$ cat src/rtl/rv32i_mem_arbiter_pkg.sv
// Shared types and constants for the unified instruction/data memory arbiter.
package rv32i_mem_arbiter_pkg;

  localparam int unsigned XLEN                = 32;
  localparam int unsigned BE_W                = XLEN / 8;
  localparam int unsigned ARB_TIMEOUT_DEFAULT = 16;

  typedef enum logic [1:0] {
    ARB_IDLE  = 2'd0,
    ARB_ISSUE = 2'd1,
    ARB_WAIT  = 2'd2,
    ARB_RESP  = 2'd3
  } arb_state_t;

  typedef enum logic {
    OWN_I = 1'b0,
    OWN_D = 1'b1
  } arb_owner_t;

  // Request payload latched at acceptance and replayed onto the memory port.
  typedef struct packed {
    logic            we;
    logic [BE_W-1:0] be;
    logic [XLEN-1:0] addr;
    logic [XLEN-1:0] wdata;
  } arb_req_t;

endpackage

$ cat src/rtl/rv32i_mem_arbiter_if.sv
// Fetch, data and memory-port signals of the arbiter; slave = arbiter side.
interface rv32i_mem_arbiter_if import rv32i_mem_arbiter_pkg::*; ();

  logic            ireq_valid_i;
  logic [XLEN-1:0] ireq_addr_i;
  logic            ireq_ready_o;
  logic            iflush_i;
  logic            irsp_valid_o;
  logic [XLEN-1:0] irsp_rdata_o;

  logic            dreq_valid_i;
  logic            dreq_we_i;
  logic [BE_W-1:0] dreq_be_i;
  logic [XLEN-1:0] dreq_addr_i;
  logic [XLEN-1:0] dreq_wdata_i;
  logic            dreq_ready_o;
  logic            drsp_valid_o;
  logic [XLEN-1:0] drsp_rdata_o;

  logic            rsp_err_o;

  logic            mem_req_o;
  logic            mem_we_o;
  logic [BE_W-1:0] mem_be_o;
  logic [XLEN-1:0] mem_addr_o;
  logic [XLEN-1:0] mem_wdata_o;
  logic            mem_rvalid_i;
  logic [XLEN-1:0] mem_rdata_i;

  logic            busy_o;

  modport slave (
    input  ireq_valid_i, ireq_addr_i, iflush_i,
    input  dreq_valid_i, dreq_we_i, dreq_be_i, dreq_addr_i, dreq_wdata_i,
    input  mem_rvalid_i, mem_rdata_i,
    output ireq_ready_o, irsp_valid_o, irsp_rdata_o,
    output dreq_ready_o, drsp_valid_o, drsp_rdata_o,
    output rsp_err_o, busy_o,
    output mem_req_o, mem_we_o, mem_be_o, mem_addr_o, mem_wdata_o
  );

  modport master (
    output ireq_valid_i, ireq_addr_i, iflush_i,
    output dreq_valid_i, dreq_we_i, dreq_be_i, dreq_addr_i, dreq_wdata_i,
    output mem_rvalid_i, mem_rdata_i,
    input  ireq_ready_o, irsp_valid_o, irsp_rdata_o,
    input  dreq_ready_o, drsp_valid_o, drsp_rdata_o,
    input  rsp_err_o, busy_o,
    input  mem_req_o, mem_we_o, mem_be_o, mem_addr_o, mem_wdata_o
  );

endinterface

$ cat src/rtl/rv32i_arb_watchdog.sv
// Saturating wait-state counter; flags expiry once TIMEOUT cycles have elapsed.
module rv32i_arb_watchdog #(
  parameter int unsigned TIMEOUT = 16
) (
  input  logic clk_i,
  input  logic rst_i,
  input  logic clr_i,
  input  logic en_i,
  output logic expired_o
);

  localparam int unsigned CW = (TIMEOUT == 0) ? 1 : $clog2(TIMEOUT + 1);

  logic [CW-1:0] cnt_q;

  always_ff @(posedge clk_i or posedge rst_i) begin
    if (rst_i) begin
      cnt_q <= '0;
    end else if (clr_i) begin
      cnt_q <= '0;
    end else if (en_i && (cnt_q != {CW{1'b1}})) begin
      cnt_q <= cnt_q + CW'(1);
    end
  end

  // TIMEOUT of zero disables expiry entirely.
  assign expired_o = (TIMEOUT != 0) && (cnt_q == CW'(TIMEOUT));

endmodule

$ cat src/rtl/rv32i_mem_arbiter.sv
// Single-port memory arbiter: data requests beat fetch, one transaction at a time,
// with a watchdog and suppression of fetch responses killed by a taken branch.
module rv32i_mem_arbiter
  import rv32i_mem_arbiter_pkg::*;
#(
  parameter int unsigned TIMEOUT = ARB_TIMEOUT_DEFAULT
) (
  input  logic                 clk_i,
  input  logic                 rst_i,
  rv32i_mem_arbiter_if.slave   bus
);

  arb_state_t      state_q, state_d;
  arb_owner_t      owner_q;
  arb_req_t        req_q;
  arb_req_t        dreq_pl, ireq_pl;
  logic            drop_q, err_q;
  logic [XLEN-1:0] irdata_q, drdata_q;
  logic            wd_expired;
  logic            flush_hit;

  logic ireq_ready_c, dreq_ready_c, mem_req_c;
  logic irsp_valid_c, drsp_valid_c, rsp_err_c, busy_c;

  assign dreq_pl = '{we: bus.dreq_we_i, be: bus.dreq_be_i,
                     addr: bus.dreq_addr_i, wdata: bus.dreq_wdata_i};
  assign ireq_pl = '{we: 1'b0, be: {BE_W{1'b1}},
                     addr: bus.ireq_addr_i, wdata: XLEN'(0)};

  rv32i_arb_watchdog #(.TIMEOUT(TIMEOUT)) u_watchdog (
    .clk_i     (clk_i),
    .rst_i     (rst_i),
    .clr_i     (state_q == ARB_ISSUE),
    .en_i      ((state_q == ARB_WAIT) && !bus.mem_rvalid_i),
    .expired_o (wd_expired)
  );

  always_ff @(posedge clk_i or posedge rst_i) begin
    if (rst_i) state_q <= ARB_IDLE;
    else       state_q <= state_d;
  end

  always_comb begin
    state_d = state_q;
    unique case (state_q)
      ARB_IDLE:  if (bus.dreq_valid_i || bus.ireq_valid_i) state_d = ARB_ISSUE;
      ARB_ISSUE: state_d = ARB_WAIT;
      ARB_WAIT:  if (bus.mem_rvalid_i || wd_expired) state_d = ARB_RESP;
      ARB_RESP:  state_d = ARB_IDLE;
      default:   state_d = ARB_IDLE;
    endcase
  end

  // A flush in the response cycle itself must still kill that response.
  always_comb begin
    ireq_ready_c = 1'b0;
    dreq_ready_c = 1'b0;
    mem_req_c    = 1'b0;
    irsp_valid_c = 1'b0;
    drsp_valid_c = 1'b0;
    busy_c       = (state_q != ARB_IDLE);
    unique case (state_q)
      ARB_IDLE: begin
        dreq_ready_c = bus.dreq_valid_i && !rst_i;
        ireq_ready_c = !bus.dreq_valid_i && bus.ireq_valid_i && !rst_i;
      end
      ARB_ISSUE: mem_req_c = 1'b1;
      ARB_RESP: begin
        if (owner_q == OWN_D) drsp_valid_c = 1'b1;
        else                  irsp_valid_c = !(drop_q || bus.iflush_i);
      end
      default: ;
    endcase
    rsp_err_c = err_q && (irsp_valid_c || drsp_valid_c);
  end

  assign flush_hit = bus.iflush_i &&
                     (ireq_ready_c || ((state_q != ARB_IDLE) && (owner_q == OWN_I)));

  always_ff @(posedge clk_i or posedge rst_i) begin
    if (rst_i) begin
      owner_q  <= OWN_I;
      req_q    <= '0;
      drop_q   <= 1'b0;
      err_q    <= 1'b0;
      irdata_q <= '0;
      drdata_q <= '0;
    end else begin
      if (dreq_ready_c) begin
        owner_q <= OWN_D;
        req_q   <= dreq_pl;
      end else if (ireq_ready_c) begin
        owner_q <= OWN_I;
        req_q   <= ireq_pl;
      end

      if (state_q == ARB_RESP) drop_q <= 1'b0;
      else if (flush_hit)      drop_q <= 1'b1;

      // Completion wins over a same-cycle watchdog expiry.
      if (state_q == ARB_WAIT) begin
        if (bus.mem_rvalid_i) begin
          err_q <= 1'b0;
          if (owner_q == OWN_D) drdata_q <= bus.mem_rdata_i;
          else                  irdata_q <= bus.mem_rdata_i;
        end else if (wd_expired) begin
          err_q <= 1'b1;
          if (owner_q == OWN_D) drdata_q <= '0;
          else                  irdata_q <= '0;
        end
      end
    end
  end

  assign bus.ireq_ready_o = ireq_ready_c;
  assign bus.dreq_ready_o = dreq_ready_c;
  assign bus.mem_req_o    = mem_req_c;
  assign bus.irsp_valid_o = irsp_valid_c;
  assign bus.drsp_valid_o = drsp_valid_c;
  assign bus.rsp_err_o    = rsp_err_c;
  assign bus.busy_o       = busy_c;
  assign bus.irsp_rdata_o = irdata_q;
  assign bus.drsp_rdata_o = drdata_q;
  assign bus.mem_we_o     = req_q.we;
  assign bus.mem_be_o     = req_q.be;
  assign bus.mem_addr_o   = req_q.addr;
  assign bus.mem_wdata_o  = req_q.wdata;

endmodule

$ cat src/flat_wrapper.sv
// flat-port wrapper written by rule: the top's interface ports become plain ports
module rv32i_mem_arbiter_flat import rv32i_mem_arbiter_pkg::*;
#(
  parameter int unsigned TIMEOUT = ARB_TIMEOUT_DEFAULT
)
  (clk_i, rst_i, bus_ireq_valid_i, bus_ireq_addr_i, bus_iflush_i, bus_dreq_valid_i, bus_dreq_we_i, bus_dreq_be_i, bus_dreq_addr_i, bus_dreq_wdata_i, bus_mem_rvalid_i, bus_mem_rdata_i, bus_ireq_ready_o, bus_irsp_valid_o, bus_irsp_rdata_o, bus_dreq_ready_o, bus_drsp_valid_o, bus_drsp_rdata_o, bus_rsp_err_o, bus_busy_o, bus_mem_req_o, bus_mem_we_o, bus_mem_be_o, bus_mem_addr_o, bus_mem_wdata_o);
  rv32i_mem_arbiter_if bus_i ();
  input  logic clk_i;
  input  logic rst_i;
  input wire logic [$bits(bus_i.ireq_valid_i)-1:0] bus_ireq_valid_i;
  input wire logic [$bits(bus_i.ireq_addr_i)-1:0] bus_ireq_addr_i;
  input wire logic [$bits(bus_i.iflush_i)-1:0] bus_iflush_i;
  input wire logic [$bits(bus_i.dreq_valid_i)-1:0] bus_dreq_valid_i;
  input wire logic [$bits(bus_i.dreq_we_i)-1:0] bus_dreq_we_i;
  input wire logic [$bits(bus_i.dreq_be_i)-1:0] bus_dreq_be_i;
  input wire logic [$bits(bus_i.dreq_addr_i)-1:0] bus_dreq_addr_i;
  input wire logic [$bits(bus_i.dreq_wdata_i)-1:0] bus_dreq_wdata_i;
  input wire logic [$bits(bus_i.mem_rvalid_i)-1:0] bus_mem_rvalid_i;
  input wire logic [$bits(bus_i.mem_rdata_i)-1:0] bus_mem_rdata_i;
  output wire logic [$bits(bus_i.ireq_ready_o)-1:0] bus_ireq_ready_o;
  output wire logic [$bits(bus_i.irsp_valid_o)-1:0] bus_irsp_valid_o;
  output wire logic [$bits(bus_i.irsp_rdata_o)-1:0] bus_irsp_rdata_o;
  output wire logic [$bits(bus_i.dreq_ready_o)-1:0] bus_dreq_ready_o;
  output wire logic [$bits(bus_i.drsp_valid_o)-1:0] bus_drsp_valid_o;
  output wire logic [$bits(bus_i.drsp_rdata_o)-1:0] bus_drsp_rdata_o;
  output wire logic [$bits(bus_i.rsp_err_o)-1:0] bus_rsp_err_o;
  output wire logic [$bits(bus_i.busy_o)-1:0] bus_busy_o;
  output wire logic [$bits(bus_i.mem_req_o)-1:0] bus_mem_req_o;
  output wire logic [$bits(bus_i.mem_we_o)-1:0] bus_mem_we_o;
  output wire logic [$bits(bus_i.mem_be_o)-1:0] bus_mem_be_o;
  output wire logic [$bits(bus_i.mem_addr_o)-1:0] bus_mem_addr_o;
  output wire logic [$bits(bus_i.mem_wdata_o)-1:0] bus_mem_wdata_o;
  assign bus_i.ireq_valid_i = bus_ireq_valid_i;
  assign bus_i.ireq_addr_i = bus_ireq_addr_i;
  assign bus_i.iflush_i = bus_iflush_i;
  assign bus_i.dreq_valid_i = bus_dreq_valid_i;
  assign bus_i.dreq_we_i = bus_dreq_we_i;
  assign bus_i.dreq_be_i = bus_dreq_be_i;
  assign bus_i.dreq_addr_i = bus_dreq_addr_i;
  assign bus_i.dreq_wdata_i = bus_dreq_wdata_i;
  assign bus_i.mem_rvalid_i = bus_mem_rvalid_i;
  assign bus_i.mem_rdata_i = bus_mem_rdata_i;
  assign bus_ireq_ready_o = bus_i.ireq_ready_o;
  assign bus_irsp_valid_o = bus_i.irsp_valid_o;
  assign bus_irsp_rdata_o = bus_i.irsp_rdata_o;
  assign bus_dreq_ready_o = bus_i.dreq_ready_o;
  assign bus_drsp_valid_o = bus_i.drsp_valid_o;
  assign bus_drsp_rdata_o = bus_i.drsp_rdata_o;
  assign bus_rsp_err_o = bus_i.rsp_err_o;
  assign bus_busy_o = bus_i.busy_o;
  assign bus_mem_req_o = bus_i.mem_req_o;
  assign bus_mem_we_o = bus_i.mem_we_o;
  assign bus_mem_be_o = bus_i.mem_be_o;
  assign bus_mem_addr_o = bus_i.mem_addr_o;
  assign bus_mem_wdata_o = bus_i.mem_wdata_o;
  rv32i_mem_arbiter #(.TIMEOUT(TIMEOUT)) u_core (.clk_i(clk_i), .rst_i(rst_i), .bus(bus_i));
endmodule
$ cat config.mk
export PLATFORM = sky130hd
export DESIGN_NAME = rv32i_mem_arbiter_flat
export DESIGN_NICKNAME = d
export VERILOG_FILES = /design/src/rtl/rv32i_mem_arbiter_pkg.sv /design/src/rtl/rv32i_mem_arbiter_if.sv /design/src/rtl/rv32i_arb_watchdog.sv /design/src/rtl/rv32i_mem_arbiter.sv /design/src/flat_wrapper.sv
export SDC_FILE = /design/constraint.sdc
export NUM_CORES = 1
export LEC_CHECK = 0
export ABC_AREA = 1
export ABC_CLOCK_PERIOD_IN_PS = 3700
export CAP_MARGIN = 20
export CORE_AREA = 5 5 127 159
export CTS_BUF_LIST = sky130_fd_sc_hd__clkbuf_16
export DETAILED_ROUTE_END_ITERATION = 8
export DIE_AREA = 0 0 132 164
export DONT_BUFFER_PORTS = 1
export PLACE_DENSITY = 0.44
export SLEW_MARGIN = 0
export SYNTH_ARGS = -nofsm -noshare
export SYNTH_HDL_FRONTEND = slang
export SYNTH_SLANG_ARGS = --single-unit
$ cat constraint.sdc
create_clock -name clk_i -period 3.7 [get_ports clk_i]
set_input_delay 0.37 -clock clk_i [delete_from_list [all_inputs] [get_ports clk_i]]
set_output_delay 0.37 -clock clk_i [all_outputs]
set_load 0.05 [all_outputs]
==> Implementation_results.wiki, run 1 <==
== Metrics ==
{| class="wikitable"
! Metric !! Value
|-
| Outcome || completed
|-
| Layout clock area frac || 8.73%
|-
| Sequential logic power || between 5 and 6 mW
|-
| Deepest clock path buffer count || 2
|-
| Area share of fa/ha/maj cells after synthesis || ~1.6%
|-
| Number of levels the H-tree was split into || 4
|-
| Number of post-CTS setup repair buffers || 0
|-
| Achievable frequency || around 370 MHz
|-
| Number of enable flip-flop cells || 0
|-
| Critical-path cell with the highest stage delay || sky130_fd_sc_hd__dfrtp_1
|-
| Count of nets left with antenna violations after detail routing || 0
|-
| Hold path startpoint || bus_dreq_wdata_i[17]
|-
| Fill cell total of the finished layout || ~1900
|-
| Tightest slew margin relative to the limit || between 40% and 50%
|-
| Post-route worst hold slack || between 60 and 70 ps
|-
| Final setup viols || 0
|-
| Class of the tightest hold or removal check || in -> reg
|-
| Number of DRC violations after detailed-routing iteration 0 || between 200 and 250
|-
| Asr flop ratio synth || 100%
|-
| Clock-pin slew reported for the worst setup and hold paths after clock tree synthesis || 60 ps
|-
| Warning count from the yosys run || 0
|-
| Fraction of area in non-clock buffers || around 1.2%
|-
| Number of register bits inferred by synthesis || 143
|-
| Post-Synthesis Net Count || about 910
|-
| Largest incremental delay on the critical path || around 580 ps
|-
| Slew at the pin with the worst max-slew slack || between 800 and 900 ps
|-
| Most instantiated flip-flop cell in the synthesis netlist || sky130_fd_sc_hd__dfrtp_1
|-
| Final hold violation count || 0
|-
| Detail Placement HPWL || between 10 and 15 mm
|-
| Combinational cell fraction of total power || between 10% and 20%
|-
| Sequential cell area fraction in the yosys report || 56.5%
|-
| Share of the cycle needed by the critical path after routing || between 70% and 80%
|-
| # IOs || roughly 280
|-
| Synth area leaders || sky130_fd_sc_hd__dfrtp_1 (56%), sky130_fd_sc_hd__nand2_1 (21%), sky130_fd_sc_hd__nand4_1 (6.3%)
|-
| Portion of total power attributed to sequential cells || between 60 and 70%
|-
| Top post-synthesis cells by count || sky130_fd_sc_hd__nand2_1 (347), sky130_fd_sc_hd__dfrtp_1 (143), sky130_fd_sc_hd__nand4_1 (64)
|-
| Kind of end point of the critical path || primary output
|-
| Die area || between 20000 and 25000 um^2
|-
| Cell class ranked first by area || flip-flops and latches
|-
| Cell taking the most area after synthesis || sky130_fd_sc_hd__dfrtp_1
|}
-- run 1: layer usage --
| metal | vias up | share of wire [%] | global-route usage [%] |
|---|---|---|---|
| li1 | 2368 | - | - |
| met1 | 2244 | 38 | 18.6 |
| met2 | 227 | 48 | 26.3 |
| met3 | 30 | 11 | 8.24 |
| met4 | 0 | 2.6 | 6.78 |
| met5 | - | 0 | 0 |
-- run 1: sequential cells by signal, summed over array words and instances (netlist names) --
name                     count
u_core.bus.mem_we_o          1
u_core.bus.irsp_rdata_o     32
u_core.u_watchdog.cnt_q      5
u_core.bus.mem_addr_o       32
u_core.state_q               2
u_core.bus.drsp_rdata_o     32
u_core.drop_q                1
u_core.owner_q               1
u_core.bus.mem_wdata_o      32
u_core.err_q                 1
u_core.bus.mem_be_o          4
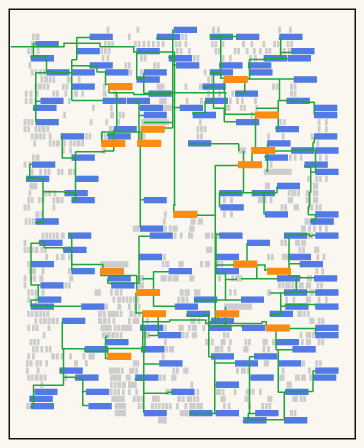
Fig. 1. Clock wires, drivers and flops (run 1).
[blue] flip-flops | count: 143
[orange] clock-net drivers | count: 17
[green] clock wires | length: 1970 um
flops lie: all over the die
part of the total power dissipated in the clock network: 21.2%
clock network power: 1.79 mW
Skew-Pair Late Insertion Delay: 420 ps
Fin Clk Skew: 7.93 ps

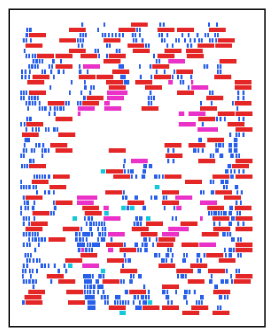
Fig. 2. Placement by cell class (run 1).
[cyan] remaining buffers and delay cells | cells: 11 | share of their area: 1.3%
[magenta] clock drivers and dummy loads | cells: 31 | share of their area: 9.1%
[blue] remaining logic cells | cells: 570 | share of their area: 37%
[red] registers | cells: 143 | share of their area: 53%
Seq/total area: 50.7%
post-route cell area: 7050 um^2
Layout Utilization: 38.0%
standard-cell rows: 56
Std-Cell Core Area: 18600 um^2

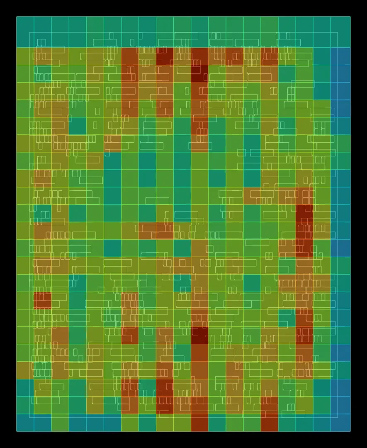
Fig. 3. Routing congestion (run 1).
aggregate global-route resource usage: 16.4%
Avg WL per Cell: 18.4 um
GRT met1 Usage: 18.6%

Fig. 4: run 1, routed metal, one colour a layer
Only two layers are drawn.
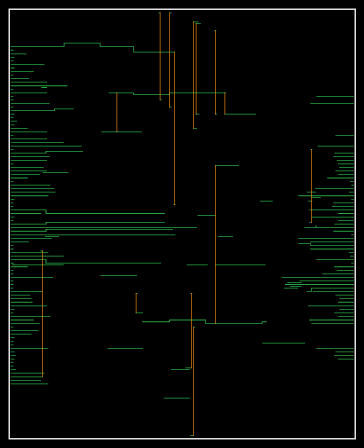

==> inputs of run 2 (changes only) <==
--- a/config.mk
+++ b/config.mk
@@ -6,7 +6,7 @@
 export NUM_CORES = 1
 export LEC_CHECK = 0
 export ABC_AREA = 1
-export ABC_CLOCK_PERIOD_IN_PS = 3700
+export ABC_CLOCK_PERIOD_IN_PS = 2600
 export CAP_MARGIN = 20
 export CORE_AREA = 5 5 127 159
 export CTS_BUF_LIST = sky130_fd_sc_hd__clkbuf_16
==> constraint.sdc (replaced) <==
create_clock -name clk_i -period 2.6 [get_ports clk_i]
set_input_delay 0.26 -clock clk_i [delete_from_list [all_inputs] [get_ports clk_i]]
set_output_delay 0.26 -clock clk_i [all_outputs]
set_load 0.05 [all_outputs]
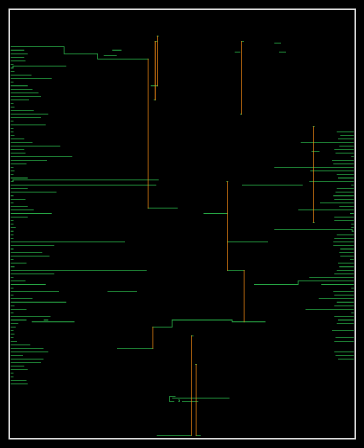
Fig. 5. Routed metal, one colour a layer (run 2).
Only two layers are drawn.
[green] M3 | wire length: 1600 um
[orange] M4 | wire length: 290 um
aggregate global-route resource usage: 17.5%
total wire length: 19.1 mm
Avg WL per Cell: 17.8 um
total number of vias: 5227

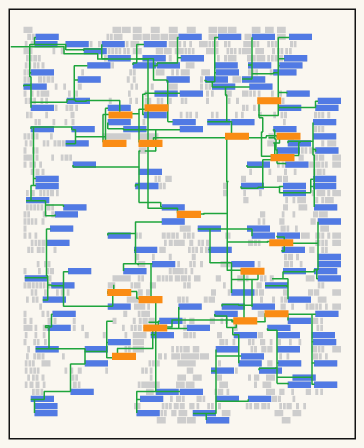
Fig. 6. Clock wires, drivers and flops (run 2).
Fin Clk Skew: 13.0 ps
clock network power: 2.27 mW
part of the total power dissipated in the clock network: 18.9%

==> Implementation_results.wiki, run 2 <==
== Metrics ==
{| class="wikitable"
! Metric !! Value
|-
| Clock-pin slew reported for the worst setup and hold paths after clock tree synthesis || 60 ps (about the same)
|-
| Detail Placement HPWL || 12.9 mm (-0.74%)
|-
| Combinational cell fraction of total power || 19.7% (+2.4 points)
|-
| Slew at the pin with the worst max-slew slack || 820 ps (-75.9 ps)
|-
| Final hold violation count || 0 (unchanged)
|-
| Top routing layer in use || met4
|-
| Std-Cell Core Area || 18600 um^2 (unchanged)
|-
| Cell taking the most area after synthesis || sky130_fd_sc_hd__dfrtp_1
|-
| Asr flop ratio synth || 100% (unchanged)
|-
| Share of the cycle needed by the critical path after routing || between 90 and 100%
|-
| Sequential cell area fraction in the yosys report || 56.5% (unchanged)
|-
| Number of levels the H-tree was split into || 4 (unchanged)
|-
| Outcome || completed
|-
| Layout Utilization || 42.4% (+4.4 points)
|-
| Tightest slew margin relative to the limit || 45.4% (+5.3 points)
|-
| Standard-cell rows || 56 (unchanged)
|-
| Kind of end point of the critical path || primary output
|-
| Hold path startpoint || bus_mem_rdata_i[11]
|-
| Post-route worst hold slack || 16.0 ps (-49.8 ps)
|-
| Deepest clock path buffer count || 2 (unchanged)
|-
| Met2 track demand over resource || 29.0% (+2.6 points)
|-
| Sequential logic power || 7.37 mW (+41%)
|-
| Detailed-routed wire length on met2 || 9.55 mm (+9.1%)
|-
| Critical-path cell with the highest stage delay || sky130_fd_sc_hd__clkinv_1
|-
| Most instantiated flip-flop cell in the synthesis netlist || sky130_fd_sc_hd__dfrtp_1
|-
| Count of nets left with antenna violations after detail routing || 0 (unchanged)
|-
| Post-Route M1 WL || 7.68 mm (+11%)
|-
| Number of register bits inferred by synthesis || 143 (unchanged)
|-
| # IOs || 279 (unchanged)
|-
| Post-route cell area || 7880 um^2 (+12%)
|-
| Largest incremental delay on the critical path || 420 ps (-160 ps)
|-
| GRT met1 Usage || 21.1% (+2.4 points)
|-
| Warning count from the yosys run || 0 (unchanged)
|-
| Met3 layer usage reported by global route || 6.83% (-1.4 points)
|-
| Detailed route wirelength on metal3 || 1.60 mm (-20%)
|-
| Number of DRC violations after detailed-routing iteration 0 || 251 (+14%)
|-
| Skew-Pair Late Insertion Delay || 420 ps (about the same)
|}
run 2: cell count changes in the layout (fill, tap and decap cells not counted):
cell	before	now
sky130_fd_sc_hd__clkinv_1	1	3
sky130_fd_sc_hd__buf_4	10	13
sky130_fd_sc_hd__buf_12	0	5
sky130_fd_sc_hd__bufinv_16	4	1
sky130_fd_sc_hd__dlygate4sd3_1	1	78
sky130_fd_sc_hd__clkinvlp_4	1	4
sky130_fd_sc_hd__inv_6	4	3
run 2: layout make-up:
| class | instances | share of cell area [%] |
|---|---|---|
| multi-input combinational | 520 | 29.1 |
| tap | 232 | 3.68 |
| inverter | 50 | 2.45 |
| sequential | 143 | 45.4 |
| timing repair buffer | 96 | 12.4 |
| clock inverter | 15 | 1.54 |
| clock buffer | 17 | 5.40 |
Fig. 7: run 2, routing congestion
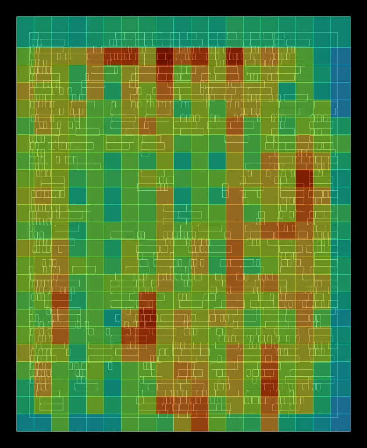

==> inputs of run 3 (changes only) <==
--- a/config.mk
+++ b/config.mk
@@ -12,8 +12,7 @@
 export CTS_BUF_LIST = sky130_fd_sc_hd__clkbuf_16
 export DETAILED_ROUTE_END_ITERATION = 8
 export DIE_AREA = 0 0 132 164
-export DONT_BUFFER_PORTS = 1
-export PLACE_DENSITY = 0.44
+export PLACE_DENSITY = 0.64
 export SLEW_MARGIN = 0
 export SYNTH_ARGS = -nofsm -noshare
 export SYNTH_HDL_FRONTEND = slang
==> constraint.sdc (replaced) <==
create_clock -name clk_i -period 2.6 [get_ports clk_i]
set_input_delay 0.26 -clock clk_i [delete_from_list [all_inputs] [get_ports clk_i]]
set_output_delay 0.26 -clock clk_i [all_outputs]
set_load 0.01 [all_outputs]
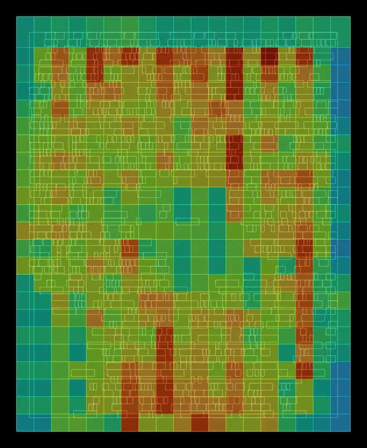
Fig. 8. Routing congestion (run 3).
met3 layer usage reported by global route: 5.12%
Layout Utilization: 52.9%

==> Implementation_results.wiki, run 3 <==
== Metrics ==
{| class="wikitable"
! Metric !! Value
|-
| Sequential logic power || 3.78 mW (-49%)
|-
| Share of the cycle needed by the critical path after routing || 89.5% (-2.6 points)
|-
| Post-Route M1 WL || 8.28 mm (+7.8%)
|-
| Number of levels the H-tree was split into || 4 (unchanged)
|-
| Outcome || completed
|-
| Cell taking the most area after synthesis || sky130_fd_sc_hd__dfrtp_1
|-
| Number of tapcells || 232 (unchanged)
|-
| Part of the total power dissipated in the clock network || 21.4% (+2.5 points)
|-
| GRT met1 Usage || 22.9% (+1.9 points)
|-
| Non-clock inverter instance count of the final layout || 50 (unchanged)
|-
| Tightest slew margin relative to the limit || 37.2% (-8.2 points)
|-
| Std-Cell Core Area || 18600 um^2 (unchanged)
|-
| Detailed-routed wire length on met2 || 10.7 mm (+12%)
|-
| Number of DRC violations after detailed-routing iteration 0 || 327 (+30%)
|-
| Final hold violation count || 0 (unchanged)
|-
| Total number of vias || 5842 (+12%)
|-
| Detailed route wirelength on metal3 || 1.09 mm (-32%)
|-
| Asr flop ratio synth || 100% (unchanged)
|-
| Combinational cell fraction of total power || 44.5% (+25 points)
|-
| Number of flip-flops and latches || 143 (unchanged)
|-
| Post-route worst hold slack || 275 ps (+259 ps)
|-
| Slew at the pin with the worst max-slew slack || 943 ps (+123 ps)
|-
| Avg WL per Cell || 16.1 um (-9.5%)
|-
| Layout clock area frac || 5.78% (-1.2 points)
|-
| Sequential cell area fraction in the yosys report || 56.5% (unchanged)
|-
| Detail Placement HPWL || 14.4 mm (+12%)
|-
| Most instantiated flip-flop cell in the synthesis netlist || sky130_fd_sc_hd__dfrtp_1
|-
| Clock-pin slew reported for the worst setup and hold paths after clock tree synthesis || 70 ps (about the same)
|}
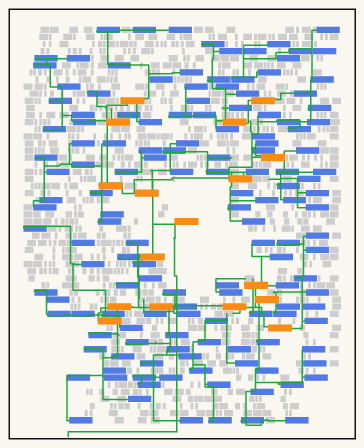
Fig. 9. Clock wires, drivers and flops (run 3).
[green] clock wires | length: 2010 um
[blue] flip-flops | count: 143
[orange] clock-net drivers | count: 17
flops lie: all over the die
routed clock nets: 18
clock network power: 2.37 mW
Fin Clk Skew: 11.9 ps

## run 3: cell counts after synthesis
No cell type changed its count.
## run 3: through the flow
step,worst slack (ps),cell area [um^2],power [mW]
after global placement,662,9250,8.75
after detailed placement,661,9250,8.82
after floorplan,332,6340,5.99
after CTS,247,9820,11.2
final,272,9820,11.1
after global routing,147,9820,11.8
## run 3: worst max-delay path, stage by stage (launching register included)
cell	delay (ps)
sky130_fd_sc_hd__dfrtp_1	420
sky130_fd_sc_hd__inv_1	120
sky130_fd_sc_hd__ha_1	240
sky130_fd_sc_hd__nand3_2	160
sky130_fd_sc_hd__clkinv_1	110
sky130_fd_sc_hd__clkdlybuf4s50_1	600
Power is estimated from default activity; no workload was simulated.
